`src/rtl/fetch_pc_gen_pkg.sv`:
```
// rtl/fetch_pc_gen_pkg.sv - shared BTB counter and fetch FSM definitions
//
// Purpose: counter width, allocate value, FSM state encoding and the
// counter update helper shared by the fetch PC generator and its BTB bank.
// Config macro: FETCH_BTB_2BIT_EN selects a 2-bit saturating counter per
// entry; when undefined each entry keeps a 1-bit last-outcome bit.
package fetch_pc_gen_pkg;

`ifdef FETCH_BTB_2BIT_EN
    localparam int BTB_CTR_W = 2;
    // New entries start weakly taken.
    localparam logic [BTB_CTR_W-1:0] BTB_CTR_WT = 2'b10;
`else
    localparam int BTB_CTR_W = 1;
    localparam logic [BTB_CTR_W-1:0] BTB_CTR_WT = 1'b1;
`endif

    typedef enum logic {
        FPC_INIT = 1'b0,
        FPC_RUN  = 1'b1
    } fpc_state_e;

    // Saturating step toward the resolved direction. With a 1-bit counter
    // this degenerates to "store the outcome".
    function automatic logic [BTB_CTR_W-1:0] ctr_next(
        input logic [BTB_CTR_W-1:0] ctr,
        input logic                 taken
    );
        logic [BTB_CTR_W-1:0] one;
        one = {{(BTB_CTR_W-1){1'b0}}, 1'b1};
        if (taken) begin
            ctr_next = (&ctr) ? ctr : ctr + one;
        end else begin
            ctr_next = (ctr == '0) ? ctr : ctr - one;
        end
    endfunction

endpackage

```
`src/rtl/fetch_pc_gen_if.sv`:
```
// rtl/fetch_pc_gen_if.sv - execute-to-fetch redirect and BTB training bus
//
// Signals:
//   redirect     execute mispredict; load redirect_pc into the fetch PC
//   redirect_pc  corrected fetch PC
//   upd_valid    a branch/jump resolved in execute this cycle
//   upd_pc       PC of the resolved instruction
//   upd_taken    actual direction
//   upd_tgt      actual target
// Modports: master = execute side (drives), slave = fetch side (samples).
interface fetch_pc_gen_if;
    logic        redirect;
    logic [31:0] redirect_pc;
    logic        upd_valid;
    logic [31:0] upd_pc;
    logic        upd_taken;
    logic [31:0] upd_tgt;

    modport master (
        output redirect, redirect_pc, upd_valid, upd_pc, upd_taken, upd_tgt
    );

    modport slave (
        input  redirect, redirect_pc, upd_valid, upd_pc, upd_taken, upd_tgt
    );
endinterface

```
`src/rtl/fetch_pc_gen_btb_bank.sv`:
```
// rtl/fetch_pc_gen_btb_bank.sv - direct-mapped BTB entry array
//
// Purpose: holds valid/tag/target/counter per entry.
// Ports:
//   clock_i                 core clock
//   rd_idx_0/1, rd_*_0/1    async read ports for fetch slots 0 and 1
//   rd_idx_u, rd_*_u        async read of the entry being trained
//   wr_en, wr_idx, wr_tag,
//   wr_ctr, wr_tgt_en,
//   wr_tgt                  sync write; sets valid, target written only
//                           when wr_tgt_en
//   clr_en, clr_idx         sync clear of valid/ctr, driven by the sweep
// No reset on the array: the init sweep clears every entry.
module fetch_pc_gen_btb_bank #(
    parameter int ENTRIES = 16,
    parameter int TAG_W   = 8,
    parameter int CTR_W   = 2,
    localparam int IDX_W  = $clog2(ENTRIES)
) (
    input  logic             clock_i,

    input  logic [IDX_W-1:0] rd_idx_0,
    output logic             rd_valid_0,
    output logic [TAG_W-1:0] rd_tag_0,
    output logic [31:0]      rd_tgt_0,
    output logic [CTR_W-1:0] rd_ctr_0,

    input  logic [IDX_W-1:0] rd_idx_1,
    output logic             rd_valid_1,
    output logic [TAG_W-1:0] rd_tag_1,
    output logic [31:0]      rd_tgt_1,
    output logic [CTR_W-1:0] rd_ctr_1,

    input  logic [IDX_W-1:0] rd_idx_u,
    output logic             rd_valid_u,
    output logic [TAG_W-1:0] rd_tag_u,
    output logic [CTR_W-1:0] rd_ctr_u,

    input  logic             wr_en,
    input  logic [IDX_W-1:0] wr_idx,
    input  logic [TAG_W-1:0] wr_tag,
    input  logic [CTR_W-1:0] wr_ctr,
    input  logic             wr_tgt_en,
    input  logic [31:0]      wr_tgt,

    input  logic             clr_en,
    input  logic [IDX_W-1:0] clr_idx
);

    logic             valid_q [ENTRIES];
    logic [TAG_W-1:0] tag_q   [ENTRIES];
    logic [31:0]      tgt_q   [ENTRIES];
    logic [CTR_W-1:0] ctr_q   [ENTRIES];

    always_ff @(posedge clock_i) begin
        if (clr_en) begin
            valid_q[clr_idx] <= 1'b0;
            ctr_q[clr_idx]   <= '0;
        end else if (wr_en) begin
            valid_q[wr_idx] <= 1'b1;
            tag_q[wr_idx]   <= wr_tag;
            ctr_q[wr_idx]   <= wr_ctr;
            if (wr_tgt_en) begin
                tgt_q[wr_idx] <= wr_tgt;
            end
        end
    end

    // Reads see the pre-write contents: no same-cycle bypass.
    assign rd_valid_0 = valid_q[rd_idx_0];
    assign rd_tag_0   = tag_q[rd_idx_0];
    assign rd_tgt_0   = tgt_q[rd_idx_0];
    assign rd_ctr_0   = ctr_q[rd_idx_0];

    assign rd_valid_1 = valid_q[rd_idx_1];
    assign rd_tag_1   = tag_q[rd_idx_1];
    assign rd_tgt_1   = tgt_q[rd_idx_1];
    assign rd_ctr_1   = ctr_q[rd_idx_1];

    assign rd_valid_u = valid_q[rd_idx_u];
    assign rd_tag_u   = tag_q[rd_idx_u];
    assign rd_ctr_u   = ctr_q[rd_idx_u];

endmodule

```
`src/rtl/fetch_pc_gen.sv`:
```
// rtl/fetch_pc_gen.sv - F1 fetch PC generator with dual-slot BTB lookup
//
// Purpose: holds the fetch PC, predicts both fetch slots (pc, pc+4) from a
// direct-mapped BTB, trains the BTB from execute, and stalls F1 while the
// BTB is swept clear after reset.
// Ports:
//   clock_i, reset_i        clock, synchronous active-high reset
//   frontend_we_i           advance the PC when high
//   ex_if (slave)           redirect / redirect_pc and upd_* training bus
//   pc_o                    slot-0 fetch PC (slot 1 = pc_o+4)
//   pred_0_o, pred_tgt_0_o  slot-0 predicted taken / target
//   pred_1_o, pred_tgt_1_o  slot-1 predicted taken / target
//   stall_o                 high during the init sweep
// Config macro: FETCH_BTB_2BIT_EN (2-bit counters; 1-bit outcome bit
// otherwise), consumed through fetch_pc_gen_pkg.
module fetch_pc_gen
    import fetch_pc_gen_pkg::*;
#(
    parameter int          BTB_ENTRIES = 16,
    parameter int          TAG_W       = 8,
    parameter logic [31:0] RESET_PC    = 32'h0
) (
    input  logic          clock_i,
    input  logic          reset_i,
    input  logic          frontend_we_i,
    fetch_pc_gen_if.slave ex_if,
    output logic [31:0]   pc_o,
    output logic          pred_0_o,
    output logic          pred_1_o,
    output logic [31:0]   pred_tgt_0_o,
    output logic [31:0]   pred_tgt_1_o,
    output logic          stall_o
);

    localparam int IDX_W = $clog2(BTB_ENTRIES);
    // Lookup key = index bits followed by tag bits, starting at pc[2].
    localparam int KEY_W = IDX_W + TAG_W;
    localparam logic [IDX_W-1:0] SWEEP_LAST = IDX_W'(BTB_ENTRIES - 1);
    localparam logic [IDX_W-1:0] SWEEP_ONE  = IDX_W'(1);
    localparam logic [KEY_W-1:0] KEY_ONE    = KEY_W'(1);

    fpc_state_e       state_q, state_d;
    logic [IDX_W-1:0] sweep_q;
    logic             run;
    logic [31:0]      pc_q;
    logic [31:0]      pc_next;

    // ---------------- FSM: state register ----------------
    always_ff @(posedge clock_i) begin
        if (reset_i) begin
            state_q <= FPC_INIT;
            sweep_q <= '0;
        end else begin
            state_q <= state_d;
            if (state_q == FPC_INIT) begin
                sweep_q <= sweep_q + SWEEP_ONE;
            end
        end
    end

    // ---------------- FSM: next state ----------------
    always_comb begin
        state_d = state_q;
        if (state_q == FPC_INIT && sweep_q == SWEEP_LAST) begin
            state_d = FPC_RUN;
        end
    end

    // ---------------- FSM: outputs ----------------
    always_comb begin
        stall_o = 1'b0;
        run     = 1'b0;
        if (state_q == FPC_INIT) begin
            stall_o = 1'b1;
        end else begin
            run = 1'b1;
        end
    end

    // ---------------- Lookup ----------------
    logic [KEY_W-1:0]     key_0, key_1, key_u;
    logic                 rd_valid_0, rd_valid_1, rd_valid_u;
    logic [TAG_W-1:0]     rd_tag_0, rd_tag_1, rd_tag_u;
    logic [31:0]          rd_tgt_0, rd_tgt_1;
    logic [BTB_CTR_W-1:0] rd_ctr_0, rd_ctr_1, rd_ctr_u;
    logic                 hit_0, hit_1, hit_u;

    assign key_0 = pc_q[2 +: KEY_W];
    // Slot 1 is pc+4; only the key bits of that sum matter.
    assign key_1 = key_0 + KEY_ONE;
    assign key_u = ex_if.upd_pc[2 +: KEY_W];

    logic unused_upd_pc_bits;
    assign unused_upd_pc_bits = ^{ex_if.upd_pc[31:KEY_W+2], ex_if.upd_pc[1:0]};

    assign hit_0 = run && rd_valid_0 && (rd_tag_0 == key_0[KEY_W-1:IDX_W]);
    assign hit_1 = run && rd_valid_1 && (rd_tag_1 == key_1[KEY_W-1:IDX_W]);
    assign hit_u = rd_valid_u && (rd_tag_u == key_u[KEY_W-1:IDX_W]);

    assign pred_0_o     = hit_0 && rd_ctr_0[BTB_CTR_W-1];
    assign pred_1_o     = hit_1 && rd_ctr_1[BTB_CTR_W-1];
    assign pred_tgt_0_o = hit_0 ? rd_tgt_0 : 32'h0;
    assign pred_tgt_1_o = hit_1 ? rd_tgt_1 : 32'h0;

    // ---------------- Training ----------------
    logic                 wr_en, wr_tgt_en;
    logic [BTB_CTR_W-1:0] wr_ctr;

    always_comb begin
        wr_en     = 1'b0;
        wr_tgt_en = 1'b0;
        wr_ctr    = BTB_CTR_WT;
        if (run && ex_if.upd_valid) begin
            if (hit_u) begin
                wr_en     = 1'b1;
                wr_ctr    = ctr_next(rd_ctr_u, ex_if.upd_taken);
                wr_tgt_en = ex_if.upd_taken;
            end else if (ex_if.upd_taken) begin
                wr_en     = 1'b1;
                wr_tgt_en = 1'b1;
                wr_ctr    = BTB_CTR_WT;
            end
        end
    end

    fetch_pc_gen_btb_bank #(
        .ENTRIES (BTB_ENTRIES),
        .TAG_W   (TAG_W),
        .CTR_W   (BTB_CTR_W)
    ) u_bank (
        .clock_i    (clock_i),
        .rd_idx_0   (key_0[IDX_W-1:0]),
        .rd_valid_0 (rd_valid_0),
        .rd_tag_0   (rd_tag_0),
        .rd_tgt_0   (rd_tgt_0),
        .rd_ctr_0   (rd_ctr_0),
        .rd_idx_1   (key_1[IDX_W-1:0]),
        .rd_valid_1 (rd_valid_1),
        .rd_tag_1   (rd_tag_1),
        .rd_tgt_1   (rd_tgt_1),
        .rd_ctr_1   (rd_ctr_1),
        .rd_idx_u   (key_u[IDX_W-1:0]),
        .rd_valid_u (rd_valid_u),
        .rd_tag_u   (rd_tag_u),
        .rd_ctr_u   (rd_ctr_u),
        .wr_en      (wr_en),
        .wr_idx     (key_u[IDX_W-1:0]),
        .wr_tag     (key_u[KEY_W-1:IDX_W]),
        .wr_ctr     (wr_ctr),
        .wr_tgt_en  (wr_tgt_en),
        .wr_tgt     (ex_if.upd_tgt),
        .clr_en     (stall_o),
        .clr_idx    (sweep_q)
    );

    // ---------------- Next PC ----------------
    // Slot 0 wins over slot 1: a taken slot 0 means slot 1 never executes.
    always_comb begin
        if (pred_0_o) begin
            pc_next = rd_tgt_0;
        end else if (pred_1_o) begin
            pc_next = rd_tgt_1;
        end else begin
            pc_next = pc_q + 32'd8;
        end
    end

    always_ff @(posedge clock_i) begin
        if (reset_i) begin
            pc_q <= RESET_PC;
        end else if (run) begin
            if (ex_if.redirect) begin
                pc_q <= ex_if.redirect_pc;
            end else if (frontend_we_i) begin
                pc_q <= pc_next;
            end
        end
    end

    assign pc_o = pc_q;

endmodule
```
`src/flat_wrapper.sv`:
```
// flat-port wrapper written by rule: the top's interface ports become plain ports
module fetch_pc_gen_flat import fetch_pc_gen_pkg::*;
#(
    parameter int          BTB_ENTRIES = 16,
    parameter int          TAG_W       = 8,
    parameter logic [31:0] RESET_PC    = 32'h0
)
  (clock_i, reset_i, frontend_we_i, pc_o, pred_0_o, pred_1_o, pred_tgt_0_o, pred_tgt_1_o, stall_o, ex_if_redirect, ex_if_redirect_pc, ex_if_upd_valid, ex_if_upd_pc, ex_if_upd_taken, ex_if_upd_tgt);
  fetch_pc_gen_if ex_if_i ();
  input  logic clock_i;
  input  logic reset_i;
  input  logic frontend_we_i;
  output logic [31:0] pc_o;
  output logic pred_0_o;
  output logic pred_1_o;
  output logic [31:0] pred_tgt_0_o;
  output logic [31:0] pred_tgt_1_o;
  output logic stall_o;
  input wire logic [$bits(ex_if_i.redirect)-1:0] ex_if_redirect;
  input wire logic [$bits(ex_if_i.redirect_pc)-1:0] ex_if_redirect_pc;
  input wire logic [$bits(ex_if_i.upd_valid)-1:0] ex_if_upd_valid;
  input wire logic [$bits(ex_if_i.upd_pc)-1:0] ex_if_upd_pc;
  input wire logic [$bits(ex_if_i.upd_taken)-1:0] ex_if_upd_taken;
  input wire logic [$bits(ex_if_i.upd_tgt)-1:0] ex_if_upd_tgt;
  assign ex_if_i.redirect = ex_if_redirect;
  assign ex_if_i.redirect_pc = ex_if_redirect_pc;
  assign ex_if_i.upd_valid = ex_if_upd_valid;
  assign ex_if_i.upd_pc = ex_if_upd_pc;
  assign ex_if_i.upd_taken = ex_if_upd_taken;
  assign ex_if_i.upd_tgt = ex_if_upd_tgt;
  fetch_pc_gen #(.BTB_ENTRIES(BTB_ENTRIES), .TAG_W(TAG_W), .RESET_PC(RESET_PC)) u_core (.clock_i(clock_i), .reset_i(reset_i), .frontend_we_i(frontend_we_i), .ex_if(ex_if_i), .pc_o(pc_o), .pred_0_o(pred_0_o), .pred_1_o(pred_1_o), .pred_tgt_0_o(pred_tgt_0_o), .pred_tgt_1_o(pred_tgt_1_o), .stall_o(stall_o));
endmodule
```
`config.mk`:
```
export PLATFORM = sky130hd
export DESIGN_NAME = fetch_pc_gen_flat
export DESIGN_NICKNAME = d
export VERILOG_FILES = /design/src/rtl/fetch_pc_gen_pkg.sv /design/src/rtl/fetch_pc_gen_if.sv /design/src/rtl/fetch_pc_gen_btb_bank.sv /design/src/rtl/fetch_pc_gen.sv /design/src/flat_wrapper.sv
export SDC_FILE = /design/constraint.sdc
export NUM_CORES = 1
export LEC_CHECK = 0
export CAP_MARGIN = 25
export CORE_ASPECT_RATIO = 1.2
export CORE_MARGIN = 1.5
export CORE_UTILIZATION = 60
export DETAILED_ROUTE_END_ITERATION = 12
export PLACE_DENSITY = 0.8
export SKIP_CTS_REPAIR_TIMING = 1
export SLEW_MARGIN = 10
export SYNTH_ARGS = -nofsm -noshare
export SYNTH_HDL_FRONTEND = slang
export SYNTH_SLANG_ARGS = --single-unit
```
`constraint.sdc`:
```
create_clock -name clock_i -period 6 [get_ports clock_i]
set_input_delay 1.2 -clock clock_i [delete_from_list [all_inputs] [get_ports clock_i]]
set_output_delay 1.2 -clock clock_i [all_outputs]
set_load 0.1 [all_outputs]
```
**Floorplan with the power grid**

Scale: 1.5 px per µm. Pins as bars on the die edge.
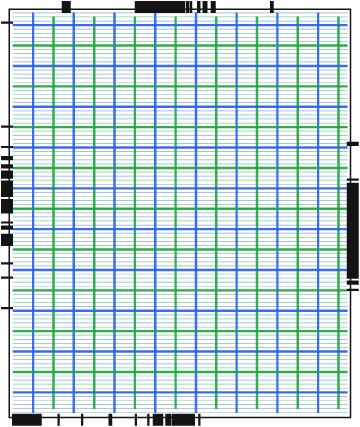
| color | net |
|---|---|
| green | VDD |
| blue | VSS |
met1 rails: 99
met4 straps: 16
chip width: 227 µm
die height: 271 µm
Max VDD drop: 0.266 mV
core area: 59500 µm²

**Signal metal coverage by tile**

Scale: 1.5 px per µm. The die is cut into 23 by 27 equal tiles; dark purple is low, yellow is high, scaled to the fullest tile. Values are wire area over tile area, all layers added.
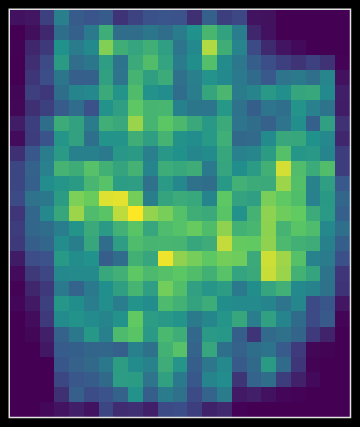
nearly empty tiles: 9.8%
mean over tiles: 0.33
tiles over half the peak: 39%
fullest tile: 0.80
DR vias: 24.0k
wire per inst: 35.0 µm
Tot GR Track Use: 36.9%

==> CHANGELOG.md <==
## Implementation

* Hold WS at 546 ps
* H-tree depth at 3
* Routability cong. at about 0.95
* CTS sink count at 713
* Synth Instances at 2161
* Compound-Gate Fraction of Synth Area at 3.13%
* Post-synth top flop: edfxtp_1
* Clk_lat worst skew at 630 ps
* Period utilisation layout at slightly below 100%
* Syn Area/Cell at 16.6 µm²
* Drt pass-1 iters at 6
* Final Hold Viols at 0
* Post-synth cell types at 65
* Global-route wire length before repair at approximately 160000 µm
* TNS Setup at 0 ps
* Total CTS buffers at around 71
* Setup CP Type: register to output pin
* Hold Path Cell Cnt at 2
* Fmax at roughly 0.17 GHz
* Top Usage Layer GRT: met2
* Min-delay src: u_core.sweep_q[2]
* Flop2flop setup slack at 990 ps
* Synth flops at 713
* DIE AREA at approximately 61000 µm²
* Yosys synthesis chip area at 36000 µm²
* Yosys simple share at 7.43%
* WP data required at 4800 ps
* Flip-flops with a built-in enable at between 600 and 700
* DR DRC count at 0
* Final WL at 111000 µm
* CTS clk-pin slew, worst paths at 60 ps
* Largest net degree at the start of global routing at 129
* GR Util met1 at 46.0%
* Input/output buffers at ~180
* Post-synth ARST share at 0%
* Slew margin rel. at 23.3%
* Hold WC Path Type: register to register
* Top non-seq family: multiplexers
* Layout fillers at 3606
* Worst hold endpoint: u_core.state_q
* Post-DP HPWL at between 60000 and 70000 µm
* CTS Root Cell: clkbuf_16
* Remaining global-route overflow at 0
* M3 GR Usage at approximately a tenth
* XOR/XNOR Area Share at 1.49%
* Initial antenna violation count at 5
* Fin worst setup slack at between 40 and 50 ps
* Floorplan row count at 98
* Worst R2R Path Depth at 11
* Yosys Instances at roughly 2.2k
* PwrDens at 243 nW/µm²
* CTS Buffer Depth at 3
* Layout cells sized above 1 at 29.5%
* End of the critical path: pred_1_o
* Area grow syn2layout at 15.9%
* Layout Skew at 19.2 ps
* Antenna Nets Post-Route at 0
* Worst slew pin tran at 1150 ps
* Tmin final at ~6000 ps
* Crit end category: output pin
* Status: finished, final reports clean
* Num ports at ~200
* Max_cap viols at 0
* Final Max Tran Viols at 0
* Drt via density at 7.53
* Final nets at 2430
* RR Endpoint: u_core.pc_o[23]
* YS warnings at 0
* CTS tree: done
* Mux frac, synth at 27.1%
* Crit Path Max Fanout at 19
* CP Launch Point: u_core.pc_o[3]
* Starting Density at just over 60%
* Netlist Area Pre-Place at 36000 µm²
* Finished Cell Area at approximately 42000 µm²
* Final setup violating endpoints at 0
* Leak pwr at about 13 nW
* Synthesized net count at between 2k and 2.5k
* GR Util met2 at a little under three fifths
**Cell placement**

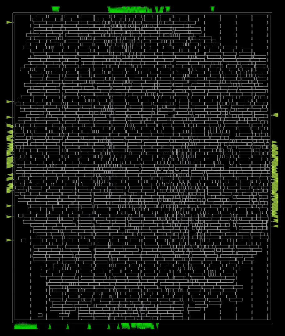
sequential cell area share: 50.4%
# Taps: 800
final core utilization: 70.1%

**Layout detail**

Region (88, 165) to (138, 215) µm. Cells in gray, sequential cells in the stronger gray; small squares are vias.
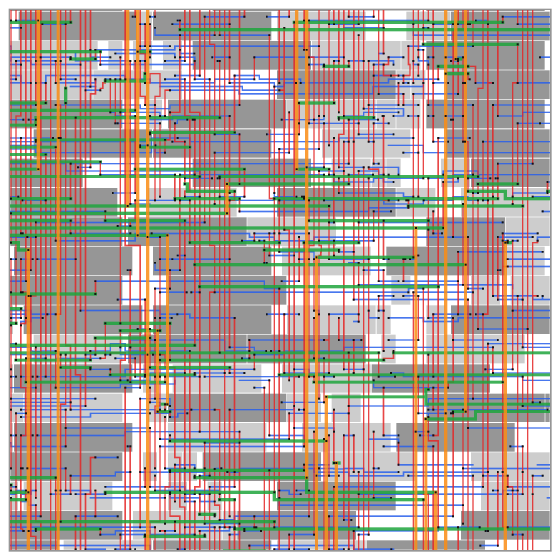
| color | layer |
|---|---|
| blue | M1 |
| orange | M4 |
| red | M2 |
| green | M3 |
most frequent: edfxtp_1 (42), mux4_2 (21), nand2_1 (15)
netlist names of flops here include: `u_core.u_bank.tgt_q` (42), `u_core.pc_o` (1)
cells with their middle in the window: 100
sequential cells in the window: 43

power by group:
group          internal, mW  total (mW)  switching (mW)  leakage [nW]
Sequential             5.44        5.44         0.00542          6.36
Combinational        0.0998       0.255           0.155          5.32
Clock                  2.50        4.41            1.91          1.10
routing by layer:
metal	wire (µm)	vias up
met4	8020	4
met5	21	-
met2	52600	2303
met3	16100	488
li1	-	9221
met1	34700	11964
registers in the layout, indices dropped and copies added (netlist names), named ones only:
name,cells
u_core.u_bank.tag_q,128
u_core.u_bank.ctr_q,16
u_core.sweep_q,4
u_core.u_bank.valid_q,16
u_core.pc_o,32
u_core.u_bank.tgt_q,512
u_core.state_q,1
cell usage after synthesis (all sizes together) (3+ instances only):
cell | number | area, µm²
a211oi | 24 | 180
a21oi | 31 | 155
a221o | 14 | 140
a221oi | 5 | 43.8
a22oi | 11 | 82.6
a31o | 3 | 26.3
a31oi | 3 | 18.8
and2 | 36 | 225
and3 | 22 | 138
and4b | 3 | 30.0
buf | 94 | 513
clkbuf | 81 | 304
dfxtp | 41 | 821
edfxtp | 672 | 20200
ha | 3 | 37.5
inv | 10 | 37.5
mux2 | 5 | 56.3
mux2i | 61 | 611
mux4 | 403 | 9080
nand2 | 213 | 802
nand2b | 14 | 87.6
nand3 | 116 | 586
nand3b | 3 | 22.5
nand4 | 6 | 37.5
nor2 | 104 | 390
nor2b | 10 | 62.6
nor3 | 17 | 85.1
nor4 | 5 | 37.5
o211ai | 5 | 37.5
o21a | 5 | 37.5
o21ai | 21 | 105
o31a | 5 | 43.8
o31ai | 11 | 82.6
or3 | 12 | 75.1
or4 | 3 | 22.5
xnor2 | 29 | 254
xor2 | 32 | 280
worst max-delay path, stage by stage (launching register included):
cell and delay [ps]:
dfxtp_1 550, ha_1 400, a21bo_2 380, and2_2 810, mux2i_1 560, xnor2_1 210
nor3b_2 290, buf_4 200, nand2_1 120, nor2_1 370, buf_12 230
cell families (layout without fill, tap and decap cells):
kind of cell,Yosys count,after routing
fa+ha+maj,3,3
simple gates,572,572
other cells,0,3
flops,713,713
compound gates,158,158
buf+inv,185,405
mux,469,469
xor+xnor,61,61
through the flow:
step	utilization [%]	power, mW	cells
3_5_place_dp	66.2	5.80	3050
5_1_grt	70.1	10.3	3183
3_3_place_gp	66.1	5.79	3048
2_1_floorplan	-	5.65	2161
4_1_cts	70.0	10.1	3179
6_report	70.1	10.1	3184
layout by cell type, fill, tap and decap left out, drive strengths merged, types with 21 or more instances in the layout:
master,Yosys,layout
clkinv,0,27
nor2,104,104
clkdlybuf4s50,0,110
a21oi,31,31
a211oi,24,24
mux2i,61,61
and2,36,36
xor2,32,32
dfxtp,41,41
nand3,116,116
nand2,213,213
mux4,403,403
clkbuf,81,90
o21ai,21,21
xnor2,29,29
buf,94,156
edfxtp,672,672
and3,22,22
cell type report:
class | instances | area (µm²) | share of cell area (%)
inverters | 10 | 37.5 | 0.0900
multi-input cells | 1263 | 14300 | 34.3
well taps | 800 | 1000 | 2.40
diodes | 3 | 7.51 | 0.0180
flip-flops and latches | 713 | 21000 | 50.4
clock buffers | 90 | 1930 | 4.63
clock inverters | 39 | 340 | 0.816
repair buffers | 266 | 3070 | 7.37
Power is estimated from default activity; no workload was simulated.
